## src/rtl/seq_pattern_tx_if.sv

```systemverilog
// Request and serial-output bundle for seq_pattern_tx.
//   master : requester side. Drives start_valid, pattern, len and rpt.
//            Observes start_ready and the serial outputs.
//   slave  : transmitter side (seq_pattern_tx).
// Signals:
//   start_valid / start_ready : request handshake.
//   pattern [WIDTH]           : pattern bits, LSB-aligned.
//   len     [LEN_W]           : pattern length in bits.
//   rpt     [CNT_W]           : number of repetitions.
//   out, out_valid            : serial data and its qualifier.
//   busy                      : transmission in progress.
//   done                      : one-cycle pulse after the final bit.
interface seq_pattern_tx_if #(
    parameter int WIDTH = 4,
    parameter int LEN_W = 3,
    parameter int CNT_W = 4
);
    logic             start_valid;
    logic             start_ready;
    logic [WIDTH-1:0] pattern;
    logic [LEN_W-1:0] len;
    logic [CNT_W-1:0] rpt;
    logic             out;
    logic             out_valid;
    logic             busy;
    logic             done;

    modport master (
        output start_valid, pattern, len, rpt,
        input  start_ready, out, out_valid, busy, done
    );

    modport slave (
        input  start_valid, pattern, len, rpt,
        output start_ready, out, out_valid, busy, done
    );
endinterface

```

## src/rtl/seq_pattern_tx.sv

```systemverilog
// Bit-serial pattern transmitter.
// A request (pattern, len, rpt) is captured on a start_valid && start_ready
// edge. The pattern is then shifted out MSB-first (bit L-1 first), one bit
// per clock, rpt times. GAP idle cycles are inserted between repetitions.
// Ports:
//   clk   : rising-edge clock
//   reset : asynchronous, active-high reset
//   bus   : seq_pattern_tx_if.slave (request handshake and serial outputs)
// All outputs are decoded from registered state only.
module seq_pattern_tx #(
    parameter int WIDTH = 4,
    parameter int LEN_W = 3,
    parameter int CNT_W = 4,
    parameter int GAP   = 1
) (
    input  logic           clk,
    input  logic           reset,
    seq_pattern_tx_if.slave bus
);
    localparam int IDX_W = (WIDTH > 1) ? $clog2(WIDTH) : 1;
    localparam int GAP_W = (GAP > 1) ? $clog2(GAP) : 1;

    typedef enum logic [1:0] {S_IDLE, S_SHIFT, S_GAP, S_FIN} state_t;

    state_t           state_reg, state_next;
    logic [WIDTH-1:0] pat_reg;
    logic [IDX_W-1:0] last_reg;   // index of the first bit sent (L-1)
    logic [IDX_W-1:0] bit_reg;    // index of the bit currently on the line
    logic [CNT_W-1:0] rpt_reg;    // repetitions still to start after the current one
    logic [GAP_W-1:0] gap_reg;    // idle cycles remaining in the gap, minus one

    logic             start_ready;
    logic             accept;
    logic             last_bit;
    logic             more_reps;
    logic [IDX_W-1:0] eff_last;

    assign start_ready = (state_reg == S_IDLE) || (state_reg == S_FIN);
    assign accept      = bus.start_valid && start_ready;
    assign last_bit    = (bit_reg == '0);
    assign more_reps   = (rpt_reg != '0);

    // A length of zero or one above WIDTH selects the full register width.
    assign eff_last = (bus.len == '0 || bus.len > LEN_W'(WIDTH))
                      ? IDX_W'(WIDTH - 1)
                      : IDX_W'(bus.len - LEN_W'(1));

    always_ff @(posedge clk or posedge reset) begin
        if (reset) begin
            state_reg <= S_IDLE;
        end else begin
            state_reg <= state_next;
        end
    end

    always_comb begin
        state_next = state_reg;
        case (state_reg)
            S_IDLE, S_FIN: begin
                if (bus.start_valid) begin
                    state_next = (bus.rpt == '0) ? S_FIN : S_SHIFT;
                end else begin
                    state_next = S_IDLE;
                end
            end
            S_SHIFT: begin
                if (last_bit) begin
                    if (!more_reps) begin
                        state_next = S_FIN;
                    end else if (GAP > 0) begin
                        state_next = S_GAP;
                    end else begin
                        state_next = S_SHIFT;
                    end
                end
            end
            S_GAP: begin
                if (gap_reg == '0) begin
                    state_next = S_SHIFT;
                end
            end
            default: state_next = S_IDLE;
        endcase
    end

    always_ff @(posedge clk or posedge reset) begin
        if (reset) begin
            pat_reg  <= '0;
            last_reg <= '0;
            bit_reg  <= '0;
            rpt_reg  <= '0;
            gap_reg  <= '0;
        end else begin
            case (state_reg)
                S_IDLE, S_FIN: begin
                    if (accept) begin
                        pat_reg  <= bus.pattern;
                        last_reg <= eff_last;
                        bit_reg  <= eff_last;
                        rpt_reg  <= (bus.rpt == '0) ? '0 : bus.rpt - CNT_W'(1);
                    end
                end
                S_SHIFT: begin
                    if (!last_bit) begin
                        bit_reg <= bit_reg - IDX_W'(1);
                    end else if (more_reps) begin
                        // The index is reloaded now. The gap state does not
                        // shift, so the next burst starts at L-1 in both cases.
                        rpt_reg <= rpt_reg - CNT_W'(1);
                        bit_reg <= last_reg;
                        gap_reg <= GAP_W'((GAP > 0) ? GAP - 1 : 0);
                    end
                end
                S_GAP: begin
                    if (gap_reg != '0) begin
                        gap_reg <= gap_reg - GAP_W'(1);
                    end
                end
                default: ;
            endcase
        end
    end

    assign bus.start_ready = start_ready;
    assign bus.out_valid   = (state_reg == S_SHIFT);
    assign bus.out         = (state_reg == S_SHIFT) && pat_reg[bit_reg];
    assign bus.busy        = (state_reg == S_SHIFT) || (state_reg == S_GAP);
    assign bus.done        = (state_reg == S_FIN);
endmodule

```

## src/flat_wrapper.sv

```systemverilog
// flat-port wrapper written by rule: the top's interface ports become plain ports
module seq_pattern_tx_flat 
#(
    parameter int WIDTH = 4,
    parameter int LEN_W = 3,
    parameter int CNT_W = 4,
    parameter int GAP   = 1
)
  (clk, reset, bus_start_valid, bus_pattern, bus_len, bus_rpt, bus_start_ready, bus_out, bus_out_valid, bus_busy, bus_done);
  seq_pattern_tx_if #(.WIDTH(WIDTH), .LEN_W(LEN_W), .CNT_W(CNT_W)) bus_i ();
  input  logic clk;
  input  logic reset;
  input wire logic [$bits(bus_i.start_valid)-1:0] bus_start_valid;
  input wire logic [$bits(bus_i.pattern)-1:0] bus_pattern;
  input wire logic [$bits(bus_i.len)-1:0] bus_len;
  input wire logic [$bits(bus_i.rpt)-1:0] bus_rpt;
  output wire logic [$bits(bus_i.start_ready)-1:0] bus_start_ready;
  output wire logic [$bits(bus_i.out)-1:0] bus_out;
  output wire logic [$bits(bus_i.out_valid)-1:0] bus_out_valid;
  output wire logic [$bits(bus_i.busy)-1:0] bus_busy;
  output wire logic [$bits(bus_i.done)-1:0] bus_done;
  assign bus_i.start_valid = bus_start_valid;
  assign bus_i.pattern = bus_pattern;
  assign bus_i.len = bus_len;
  assign bus_i.rpt = bus_rpt;
  assign bus_start_ready = bus_i.start_ready;
  assign bus_out = bus_i.out;
  assign bus_out_valid = bus_i.out_valid;
  assign bus_busy = bus_i.busy;
  assign bus_done = bus_i.done;
  seq_pattern_tx #(.WIDTH(WIDTH), .LEN_W(LEN_W), .CNT_W(CNT_W), .GAP(GAP)) u_core (.clk(clk), .reset(reset), .bus(bus_i));
endmodule
```

## config.mk

```make
export PLATFORM = sky130hd
export DESIGN_NAME = seq_pattern_tx_flat
export DESIGN_NICKNAME = d
export VERILOG_FILES = /design/src/rtl/seq_pattern_tx_if.sv /design/src/rtl/seq_pattern_tx.sv /design/src/flat_wrapper.sv
export SDC_FILE = /design/constraint.sdc
export NUM_CORES = 1
export LEC_CHECK = 0
export CORE_MARGIN = 2
export CORE_UTILIZATION = 45
export DETAILED_ROUTE_END_ITERATION = 8
export GPL_ROUTABILITY_DRIVEN = 0
export GPL_TIMING_DRIVEN = 0
export PLACE_DENSITY = 0.74
export SLEW_MARGIN = 30
export SYNTH_ARGS = -nofsm -noshare
export SYNTH_HDL_FRONTEND = slang
export SYNTH_SLANG_ARGS = --single-unit
```

## constraint.sdc

```tcl
create_clock -name clk -period 1.5 [get_ports clk]
set_input_delay 0.3 -clock clk [delete_from_list [all_inputs] [get_ports clk]]
set_output_delay 0.3 -clock clk [all_outputs]
set_load 0.01 [all_outputs]
```

==> results.py <==
# Synthesis and PnR figures
metrics = {
    "outcome": {
        "outcome": "complete, but fails checks",
        "violations": "setup timing",
    },
    "yosys": {
        "largest_area_cell": "dfrtp_1",
        "avgSynthCellArea_um2": 9.775,
        "ys_sh_simple_pct": 14.93,
        "yosysMostFrequentCell": "dfrtp_1",
        "logic_family": "AND-OR/OR-AND gates",
        "syn-cell-area_um2": 938.4,
        "xor_area_share_pct": 0.9333,
        "async_flop_share_pct": 100.0,
        "floorplan.nets": 117,
        "ys_cells": 96,
        "synth_seq_share_pct": 37.33,
        "ys_types": 34,
        "edf_count": 0,
        "aoi_share_pct": 22.67,
        "top_area_share_pct": 37.33,
        "yosys_warnings": 0,
        "synth_cells": 96,
        "adder_share_pct": 9.333,
        "yosys_register_bits": 14,
        "netlist_top_cells_count": "dfrtp_1 (14), inv_1 (11), o21ai_0 (8), ha_1 (7), nor2_1 (6)",
        "ys_area_um2": 938.4,
        "mux_area_share_pct": 8.667,
    },
    "grt": {
        "grt_max_degree": 15,
        "antenna_found_initial": 0,
        "grt-ovfl-total": 0,
        "grt_pass1_wl_mm": 4.002,
        "grt_use_total_pct": 21.26,
        "grt_pass1_vias": 845,
    },
    "die": {
        "num_rows": 16,
        "num_io_pins": 19,
        "core-area_mm2": 0.001962,
        "fp_util_pct": 47.83,
        "die_w_um": 49.67,
    },
    "run": {
        "openroad.warnings": 33,
    },
    "final_timing": {
        "layout_setup_ws_ns": -0.2696,
        "slew_viol_final": 0,
        "worstMarginPinSlew_ns": 0.5411,
        "setup_tns_ns": -2.295,
        "max_freq_mhz": 565.1,
        "period_minus_slack_ns": 1.770,
        "rsz0062_at_grt": "yes",
        "setup_viol": 16,
        "fin_crit_sh_pct": 118.0,
        "hold_viol_final": 0,
    },
    "finish": {
        "final_core_util_pct": 76.21,
        "syn_to_final_growth_pct": 59.33,
        "n_antenna_cell": 0,
        "final_area_mm2": 0.001495,
        "drive_gt1_share_pct": 41.79,
        "finalNonFillerCells": 161,
    },
    "setup_path": {
        "cp.arrival_ns": 1.47,
        "end_kind": "output pin",
        "worstSetupPathType": "reg2out",
        "crit_fanout": 9,
        "worstSetupStartpointType": "register",
        "r2r_start": "u_core.state_reg[1]$_DFFE_PP0P_",
        "crit_start": "u_core.state_reg[1]$_DFFE_PP0P_",
        "cp.required_ns": 1.20,
    },
    "cts": {
        "cts_tree": "yes",
        "clk_path_buf_depth": 2,
        "ctsHtreeMaxLevel": 1,
        "cts-root-buf": "clkbuf_4",
        "clk_pin_slew_ns": 0.09,
    },
    "drt": {
        "wl_met2_mm": 1.526,
        "m1WireLength_mm": 1.176,
        "highest_layer": "met4",
        "drcViolationCount": 0,
        "drt_iter0_drc": 32,
        "dr.pass1.iters": 5,
        "wl_per_cell_um": 18.10,
        "via_count": 960,
        "wl_met3_um": 151,
        "wl_mm": 2.914,
    },
    "min_path": {
        "worstHoldPathType": "in2async",
    },
    "placement": {
        "placed_cell_area_mm2": 0.001189,
        "io_buffers": 18,
        "dp_cells": 141,
    },
    "power_and_ir_drop": {
        "power_density_mw_per_mm2": 2340,
    },
}
[layer usage]
| metal | up-vias | track usage, % |
|---|---|---|
| li1 | 429 | - |
| met1 | 476 | 24.12 |
| met2 | 43 | 42.00 |
| met3 | 12 | 1.818 |
| met4 | 0 | 5.093 |
| met5 | - | 0 |
[final cells by class]
| class | count | area, um2 |
|---|---|---|
| plain buffers | 2 | 26.28 |
| inverters | 11 | 41.29 |
| fillers | 134 | 466.7 |
| well taps | 27 | 33.78 |
| flip-flops and latches | 14 | 354.1 |
| multi-input cells | 70 | 664.4 |
| clock buffers | 4 | 36.28 |
| repair buffers | 33 | 339.1 |
[layout by cell type, fill, tap and decap left out, types with 2 or more instances in the layout]
cell             count
a21o_1               2
a21oi_1              3
a31oi_1              2
buf_4                5
buf_6               14
clkbuf_4             3
clkdlybuf4s50_1     13
dfrtp_1             11
dfrtp_2              3
ha_1                 4
ha_4                 3
inv_1                8
inv_2                3
mux2_2               2
mux2_4               2
nand2_1              4
nand2b_1             3
nor2_1               5
nor3_1               3
o211ai_1             3
o21ai_0              5
o21ai_1              2
o21ai_2              2
[cell families (layout without fill, tap and decap cells)]
group	Yosys count	after routing
flip-flops	14	14
XOR/XNOR	1	1
AND/OR/NAND/NOR	25	26
buffers and inverters	13	50
adder cells (fa/ha/maj)	7	7
multiplexers	6	6
AND-OR/OR-AND	30	30
[power breakdown]
part           internal [uW]  switching [uW]
logic                   1340            1140
clock network            148             129
registers                570             172
total                   2060            1440
[final timing paths]
kind	end	slack [ns]	cells after the start
max in group asynchronous	u_core.bit_reg[0]$_DFFE_PP0P_	0.75	2
worst max-delay path	bus_out	-0.27	6
worst max register to register	u_core.rpt_reg[3]$_DFFE_PP0P_	-0.26	7
worst min register to register	u_core.pat_reg[2]$_DFFE_PP0P_	0.51	1
worst min-delay path	u_core.rpt_reg[0]$_DFFE_PP0P_	0.36	2
min in group clk	u_core.pat_reg[2]$_DFFE_PP0P_	0.51	1
[metrics by stage]
| stage | total power, uW | hold WS, ns | worst slack, ns |
|---|---|---|---|
| global placement | 2100 | 0.4802 | -0.4956 |
| floorplan | 1740 | 0.1892 | -0.01454 |
| CTS | 2926 | 0.3792 | -0.2521 |
| finish | 3498 | 0.3592 | -0.2696 |
| global route | 3702 | 0.4215 | -0.3043 |
| detailed placement | 2169 | 0.4927 | -0.5432 |
[repair_timing]
item                                    CTS  global route
endpoints found under the hold margin     0             0
gates resized                            46            18
endpoints found under the setup margin   19            17
pin swaps                                 5             6
setup buffers                            10             5
gates cloned                              0             1
[worst max-delay path, stage by stage, from the launching register on]
cell	delay, ns
dfrtp_2	0.44
inv_2	0.10
ha_4	0.16
buf_8	0.14
buf_6	0.11
and2_4	0.15
buf_6	0.10
==> images/pdn.png <==
Drawn at 8 px/um. Pins as bars on the die edge.
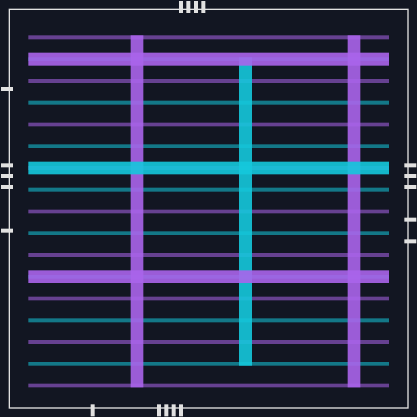
Key: VDD = cyan; VSS = purple
The core has 16 rows. 3 straps on met4. 3 straps on met5.

==> images/final_clocks.png <==
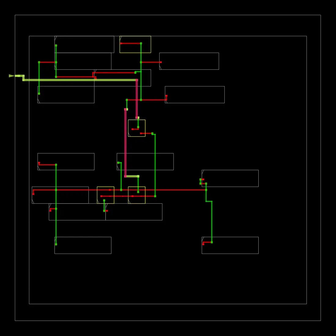
Insertion Delay late pin: 0.28 ns
CTS Sinks: 14
Clk. pwr: 276 uW
clock buffers: 4
skew final: 0.001400 ns

No activity file was given, so power comes from the tool's default toggle rates.
